[src/rtl/hazard_stall_unit.sv]
// rtl/hazard_stall_unit.sv - hazard detection and stall/flush control beside the ID stage
//
// Purpose:
//   Detects hazards that forwarding cannot cover (load-use, ID-stage branch
//   operands, busy mult/div unit) and drives the PC / IF_ID hold, the ID_EX
//   bubble and the IF_ID squash. Also tracks the mult/div busy window.
//
// Optional feature macro: HAZARD_PERF_EN (stall-cycle counter on Stall_Cycles).
//
// Ports:
//   CLK, RST_N                       clock, synchronous active-low reset
//   ID_RS, ID_RT, ID_UsesRT          ID-stage source registers, RT read enable
//   ID_Branch, ID_BranchTaken        ID-stage branch and its resolved outcome
//   ID_MD_Start, ID_MD_Read          ID-stage mult/div start, mfhi/mflo
//   ID_EX_RegWrite/MemtoReg/WriteReg EX-stage destination info
//   EX_MEM_MemtoReg/WriteReg         MEM-stage load destination info
//   PC_Stall, IF_ID_Stall            hold PC and IF/ID
//   ID_EX_Flush, IF_ID_Flush         bubble into ID/EX, squash IF/ID
//   MD_Busy, MD_Done                 mult/div busy level, completion pulse
//   Stall_Cycles                     stalled-cycle count (0 without HAZARD_PERF_EN)
module hazard_stall_unit #(
  parameter int MD_LATENCY = 32
) (
  input  logic        CLK,
  input  logic        RST_N,
  input  logic [4:0]  ID_RS,
  input  logic [4:0]  ID_RT,
  input  logic        ID_UsesRT,
  input  logic        ID_Branch,
  input  logic        ID_BranchTaken,
  input  logic        ID_MD_Start,
  input  logic        ID_MD_Read,
  input  logic        ID_EX_RegWrite,
  input  logic        ID_EX_MemtoReg,
  input  logic [4:0]  ID_EX_WriteReg,
  input  logic        EX_MEM_MemtoReg,
  input  logic [4:0]  EX_MEM_WriteReg,
  output logic        PC_Stall,
  output logic        IF_ID_Stall,
  output logic        ID_EX_Flush,
  output logic        IF_ID_Flush,
  output logic        MD_Busy,
  output logic        MD_Done,
  output logic [31:0] Stall_Cycles
);

  localparam int CW = $clog2(MD_LATENCY + 1);

  localparam logic [1:0] ST_IDLE   = 2'd0;
  localparam logic [1:0] ST_MD_RUN = 2'd1;

  logic [1:0]    state_q, state_d;
  logic [CW-1:0] count_q, count_d;
  logic          md_done_q, md_done_d;

  logic lu, br1, br2, mds, stall_raw, stall;

  // $0 is hardwired, so a write to it never creates a dependency.
  function automatic logic reg_match(input logic [4:0] r, input logic [4:0] d);
    return (r == d) && (d != 5'd0);
  endfunction

  function automatic logic src_match(input logic [4:0] d);
    return reg_match(ID_RS, d) || (ID_UsesRT && reg_match(ID_RT, d));
  endfunction

  always_comb begin
    lu  = ID_EX_MemtoReg & src_match(ID_EX_WriteReg);
    // Branches compare in ID, so any EX producer and a MEM load are too late to forward.
    br1 = ID_Branch & ID_EX_RegWrite & src_match(ID_EX_WriteReg);
    br2 = ID_Branch & EX_MEM_MemtoReg & src_match(EX_MEM_WriteReg);
    mds = MD_Busy & (ID_MD_Start | ID_MD_Read);
    stall_raw = lu | br1 | br2 | mds;
    stall     = stall_raw & RST_N;
  end

  assign PC_Stall    = stall;
  assign IF_ID_Stall = stall;
  assign ID_EX_Flush = stall;
  // A stalled branch is re-evaluated next cycle, so it must not squash yet.
  assign IF_ID_Flush = ID_BranchTaken & ~stall_raw & RST_N;

  assign MD_Busy = (count_q != '0);
  assign MD_Done = md_done_q;

  always_comb begin
    state_d = state_q;
    count_d = count_q;
    case (state_q)
      ST_IDLE: begin
        if (ID_MD_Start && !stall) begin
          state_d = ST_MD_RUN;
          count_d = CW'(MD_LATENCY);
        end
      end
      ST_MD_RUN: begin
        count_d = count_q - CW'(1);
        if (count_q <= CW'(1)) begin
          state_d = ST_IDLE;
          count_d = '0;
        end
      end
      default: begin
        state_d = ST_IDLE;
        count_d = '0;
      end
    endcase
    // Done is high during the cycle in which the count moves 1 -> 0.
    md_done_d = (count_d == CW'(1));
  end

  always_ff @(posedge CLK) begin
    if (!RST_N) begin
      state_q   <= ST_IDLE;
      count_q   <= '0;
      md_done_q <= 1'b0;
    end else begin
      state_q   <= state_d;
      count_q   <= count_d;
      md_done_q <= md_done_d;
    end
  end

`ifdef HAZARD_PERF_EN
  logic [31:0] stall_cycles_q, stall_cycles_d;

  always_comb begin
    stall_cycles_d = stall_cycles_q;
    if (stall && (stall_cycles_q != 32'hFFFF_FFFF))
      stall_cycles_d = stall_cycles_q + 32'd1;
  end

  always_ff @(posedge CLK) begin
    if (!RST_N) stall_cycles_q <= 32'd0;
    else        stall_cycles_q <= stall_cycles_d;
  end

  assign Stall_Cycles = stall_cycles_q;
`else
  assign Stall_Cycles = 32'd0;
`endif

endmodule
[config.mk]
export PLATFORM = sky130hd
export DESIGN_NAME = hazard_stall_unit
export DESIGN_NICKNAME = d
export VERILOG_FILES = /design/src/rtl/hazard_stall_unit.sv
export SDC_FILE = /design/constraint.sdc
export NUM_CORES = 1
export LEC_CHECK = 0
export CORE_MARGIN = 5
export CORE_UTILIZATION = 34
export CTS_BUF_LIST = sky130_fd_sc_hd__clkbuf_8
export DETAILED_ROUTE_END_ITERATION = 10
export GPL_TIMING_DRIVEN = 0
export PLACE_DENSITY_LB_ADDON = 0.1
export SYNTH_ARGS = -nofsm -noshare
export SYNTH_HDL_FRONTEND = slang
export SYNTH_SLANG_ARGS = --single-unit
export TNS_END_PERCENT = 10
[constraint.sdc]
create_clock -name CLK -period 2 [get_ports CLK]
set_clock_uncertainty 0.15 [all_clocks]
set_input_delay 0.2 -clock CLK [delete_from_list [all_inputs] [get_ports CLK]]
set_output_delay 0.2 -clock CLK [all_outputs]
set_load 0.005 [all_outputs]
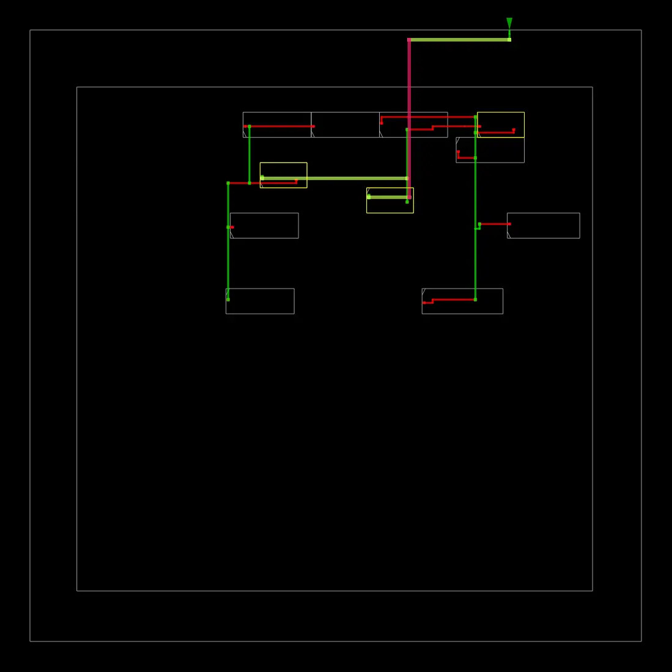
**Above:** clock wiring as the flow saved it.
clk latency late pin: 230 ps
flip-flops: 8
cts bufs inserted: 3
Clock net power: 0.000194 W

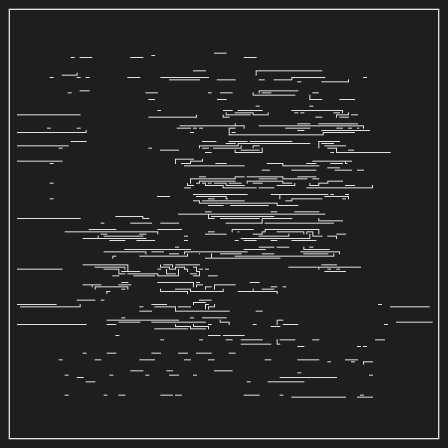
**Above:** met1 routing.
- longest straight run: 22.5 um
- main direction: horizontal
drt total wl: 2959 um
DR vias: 1111
met1 usage: 14.15%

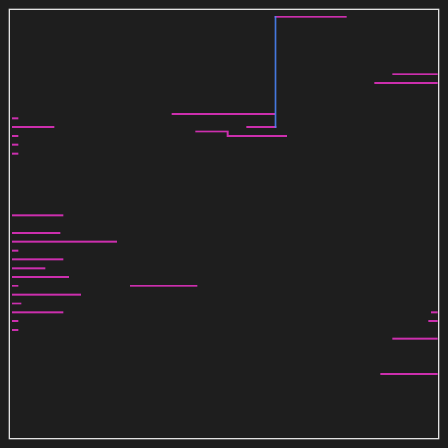
**Above:** metal layers overlaid.
Only two layers are drawn.
- magenta: met3 (wire length 171 um)
- blue: met4 (wire length 17.0 um)
WL per Instance: 11.51 um
GRT Total Usage: 13.83%

==> reports/qor.yml <==
outcome:
  status: "complete, but fails checks"
  violations: "setup timing"
drt:
  highest_layer: "met4"
  wl_met1_um: 1128
  drtAntennaViolNets: 0
  drc_errors: 0
  met3WireLength_um: 170
  met2_length_um: 1643
  vias_per_cell: 4.323
  drtIter0Drc: 52
  firstDrtPassIters: 4
pwr:
  power_frac_comb_pct: 64.8
  peakVddDrop_uv: 217.6
  sequentialPowerShare_pct: 18.7
  intPower_w: 0.0007402
  p_sw_w: 0.0004364
  power.density_mw_per_mm2: 693.0
  p_total_w: 0.001177
  leakagePower_nw: 0.7767
  p_clk_share_pct: 16.5
  swShare_pct: 37.09
min_path:
  hold_class: "reg -> reg"
  holdPathStages: 2
  hp-start: "count_q[1]$_SDFF_PN0_"
  hold_path_end: "count_q[1]$_SDFF_PN0_"
placed_design:
  place_inst: 250
  place_hpwl_um: 2507
  gp_congestion: 0.8232
  placed_area_mm2: 0.001600
  port_buffers: 35
die:
  core_mm2: 0.003028
  dieArea_mm2: 0.004355
  ioPinCount: 68
  die_w_um: 66.00
  initial_utilization_pct: 35.21
  fp.dieH_um: 66.00
  core.rowCount: 20
clocking:
  clock-root-buffer: "clkbuf_8"
  clk_path_buf_depth: 2
  tritoncts: "yes"
  cts.clk_slew.worst_paths_ps: 40
  clock-sinks: 8
  h-tree-depth: 1
  hold_buffers: 0
timing:
  finalClockPeriodUsage_pct: 124.4
  fin_hold_ws_ps: 389.1
  rsz0062_at_grt: "yes"
  setup_viol: 10
  fin_crit_ps: 2487
  hold_viol_final: 0
  clock.fmax_mhz: 402.0
  fin_ws_ps: -487.3
  relSlewSlack_pct: 67.28
  final_max_slew_viol_count: 0
  max_slew.worst_pin.slew_ps: 485.6
  fin_tns_setup_ps: -3843
setup_path:
  crit_top_cell: "buf_6"
  r2r-end: "MD_Done$_SDFF_PN0_"
  slowest_stage: "or3_4"
  rr_worst_depth: 8
  worstSetupPathType: "reg -> out"
  crit_path_end_kind: "output port"
  cp.arrival_ps: 2140
  critPathMaxStageDelay_ps: 400
  crit_chain: "or3_4 -> or3b_4 -> o21a_1 -> a221o_2 -> and2_4 -> buf_6 -> buf_6"
  critPathLaunchType: "flop"
  regToRegSetupSlack_ps: -410
  r2r-start: "count_q[4]$_SDFF_PN0_"
  critPathRequiredTime_ps: 1650
  worstPathMaxFanout: 4
yosys:
  numSynthFlops: 8
  syn_inst: 140
  avgSynthCellArea_um2: 7.614
  synthesis.area_mm2: 0.001066
  yosys_warnings: 0
  ys_cells: 140
  edf_count: 0
  yosys.area.top_type_share_pct: 23.94
  synth.distinct_cells: 38
  synthArstFlopShare_pct: 0
  synthFlopType: "dfxtp_1"
  ys_seq_share_pct: 15.02
  yosysTopAreaCell: "buf_4"
  area_leaders: "buf_4, xnor2_1, dfxtp_1"
  yosysChipArea_mm2: 0.001066
layout:
  lay_top_count: "buf_4"
  final_cell_mix: "buf_4, conb_1, clkdlybuf4s50_1"
  diodes: 0
  num-fill-cells: 304
  nets: 247
  layout-drive-gt1-share_pct: 27.23
  finalNonFillerCells: 257
grt:
  grt_antenna_before_repair: 0
  grt_pass1_vias: 1119
  grt_first_pass_wirelength_um: 4754
  gr-total-overflow: 0
  grt_start_max_net_pins: 11
run:
  drv_cap: 0
  warnings: 30
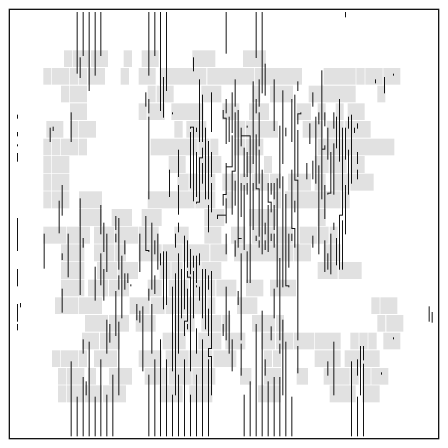
**Above:** met2 routing.
Cells faint in the background.
- longest straight run: 24.6 um
- nets with wire on the layer: 210
- share of all routed wire: 56%
- main direction: vertical
- wire length on this layer: 1640 um

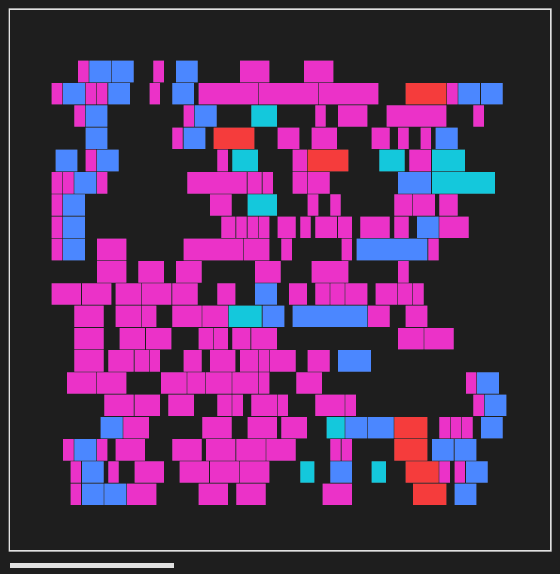
**Above:** drive-strength map.
Scale bar: 20 um.
- red: drive 6 and up (cells 7; most used buf_6)
- cyan: drive 2 (cells 10; most used o21ai_2)
- blue: drive 3 to 4 (cells 41; most used buf_4)
- magenta: drive 1 or less (cells 155; most used conb_1)
area added between synthesis and finish: 59.27%
post-route cell area: 0.001698 mm^2
bufs w/o clock: 75
Final Worst Setup Slack: -487.3 ps

[critical path: cells and delay by family (launching register included)]
kind,cells,cell delay (ps)
compound gates,2,440
flops,1,330
simple gates,3,940
buf+inv,2,210
[routing by layer]
layer  GRT usage [%]  vias to the layer above
li1                -                      567
met3           4.422                        2
met5               0                        -
met1           14.15                      508
met2           26.78                       34
met4           3.299                        0
[worst max path at each step]
stage | startpoint | endpoint | slack (ps) | depth (start not counted)
global placement | EX_MEM_WriteReg[0] | PC_Stall | -910 | 7
CTS | count_q[3]$_SDFF_PN0_ | IF_ID_Stall | -500 | 7
global route | count_q[0]$_SDFF_PN0_ | IF_ID_Stall | -560 | 8
floorplan | count_q[4]$_SDFF_PN0_ | IF_ID_Stall | -160 | 6
detailed placement | EX_MEM_WriteReg[0] | PC_Stall | -900 | 7
finish | count_q[4]$_SDFF_PN0_ | IF_ID_Stall | -490 | 7
[cells in the mapped netlist (2+ instances only)]
library cell	count
o21ai_0	4
nand3_1	2
clkbuf_1	2
o22ai_1	2
nor2_1	8
mux2i_1	2
nor2b_1	2
or4_1	2
ha_1	2
o31ai_1	2
or3_1	2
nor3_1	3
o21a_1	2
buf_4	34
xnor2_1	20
inv_1	4
and2_1	2
nand4_1	2
dfxtp_1	8
a21o_1	2
nand2_1	9
a21oi_1	8
[per-stage QoR]
stage               util (%)  setup slack [ps]
detailed placement     52.85            -896.5
global route           56.07            -558.8
finish                 56.07            -487.3
global placement       52.85            -913.8
CTS                    55.58            -502.7
floorplan                  -            -159.6
[timing repair]
item / CTS / global route
endpoints found under the setup margin: 11 / 11
gates resized: 25 / 3
pin swaps: 2 / 2
setup buffers: 3 / 1
[power groups by stage]
stage	combinational, W	clock, W	sequential, W
after global placement	0.000670	0	0.000226
after global routing	0.000820	0.000216	0.000224
after detailed placement	0.000676	0	0.000227
after floorplan	0.000445	0	0.000217
final	0.000762	0.000194	0.000220
after CTS	0.000738	0.000201	0.000220
[flip-flops by register name (all words and copies together) (netlist names)]
signal and cells:
MD_Done 1, count_q 6, state_q 1
[layout make-up]
cell class	instances	area [um^2]	share of cell area (%)
inverters	4	15.01	0.8843
multi-input cells	123	779.5	45.91
clock buffers	3	41.29	2.432
plain buffers	36	270.3	15.92
well taps	44	55.05	3.242
repair buffers	39	371.6	21.89
flip-flops and latches	8	165.2	9.727
[cell families (layout without fill, tap and decap cells)]
kind of cell               count (synthesis)  after routing  synth area share (%)
muxes                                      2              2                 1.878
other                                      1             32                0.3518
xor gates and xnor gates                  20             20                 16.43
adders and majority gates                  2              2                 2.347
buffers and inverters                     40             82                 26.06
and+or+nand+nor                           38             38                 19.60
DFF                                        8              8                 15.02
AOI/OAI and AO/OA                         29             29                 18.31
Power and IR drop assume default switching activity.
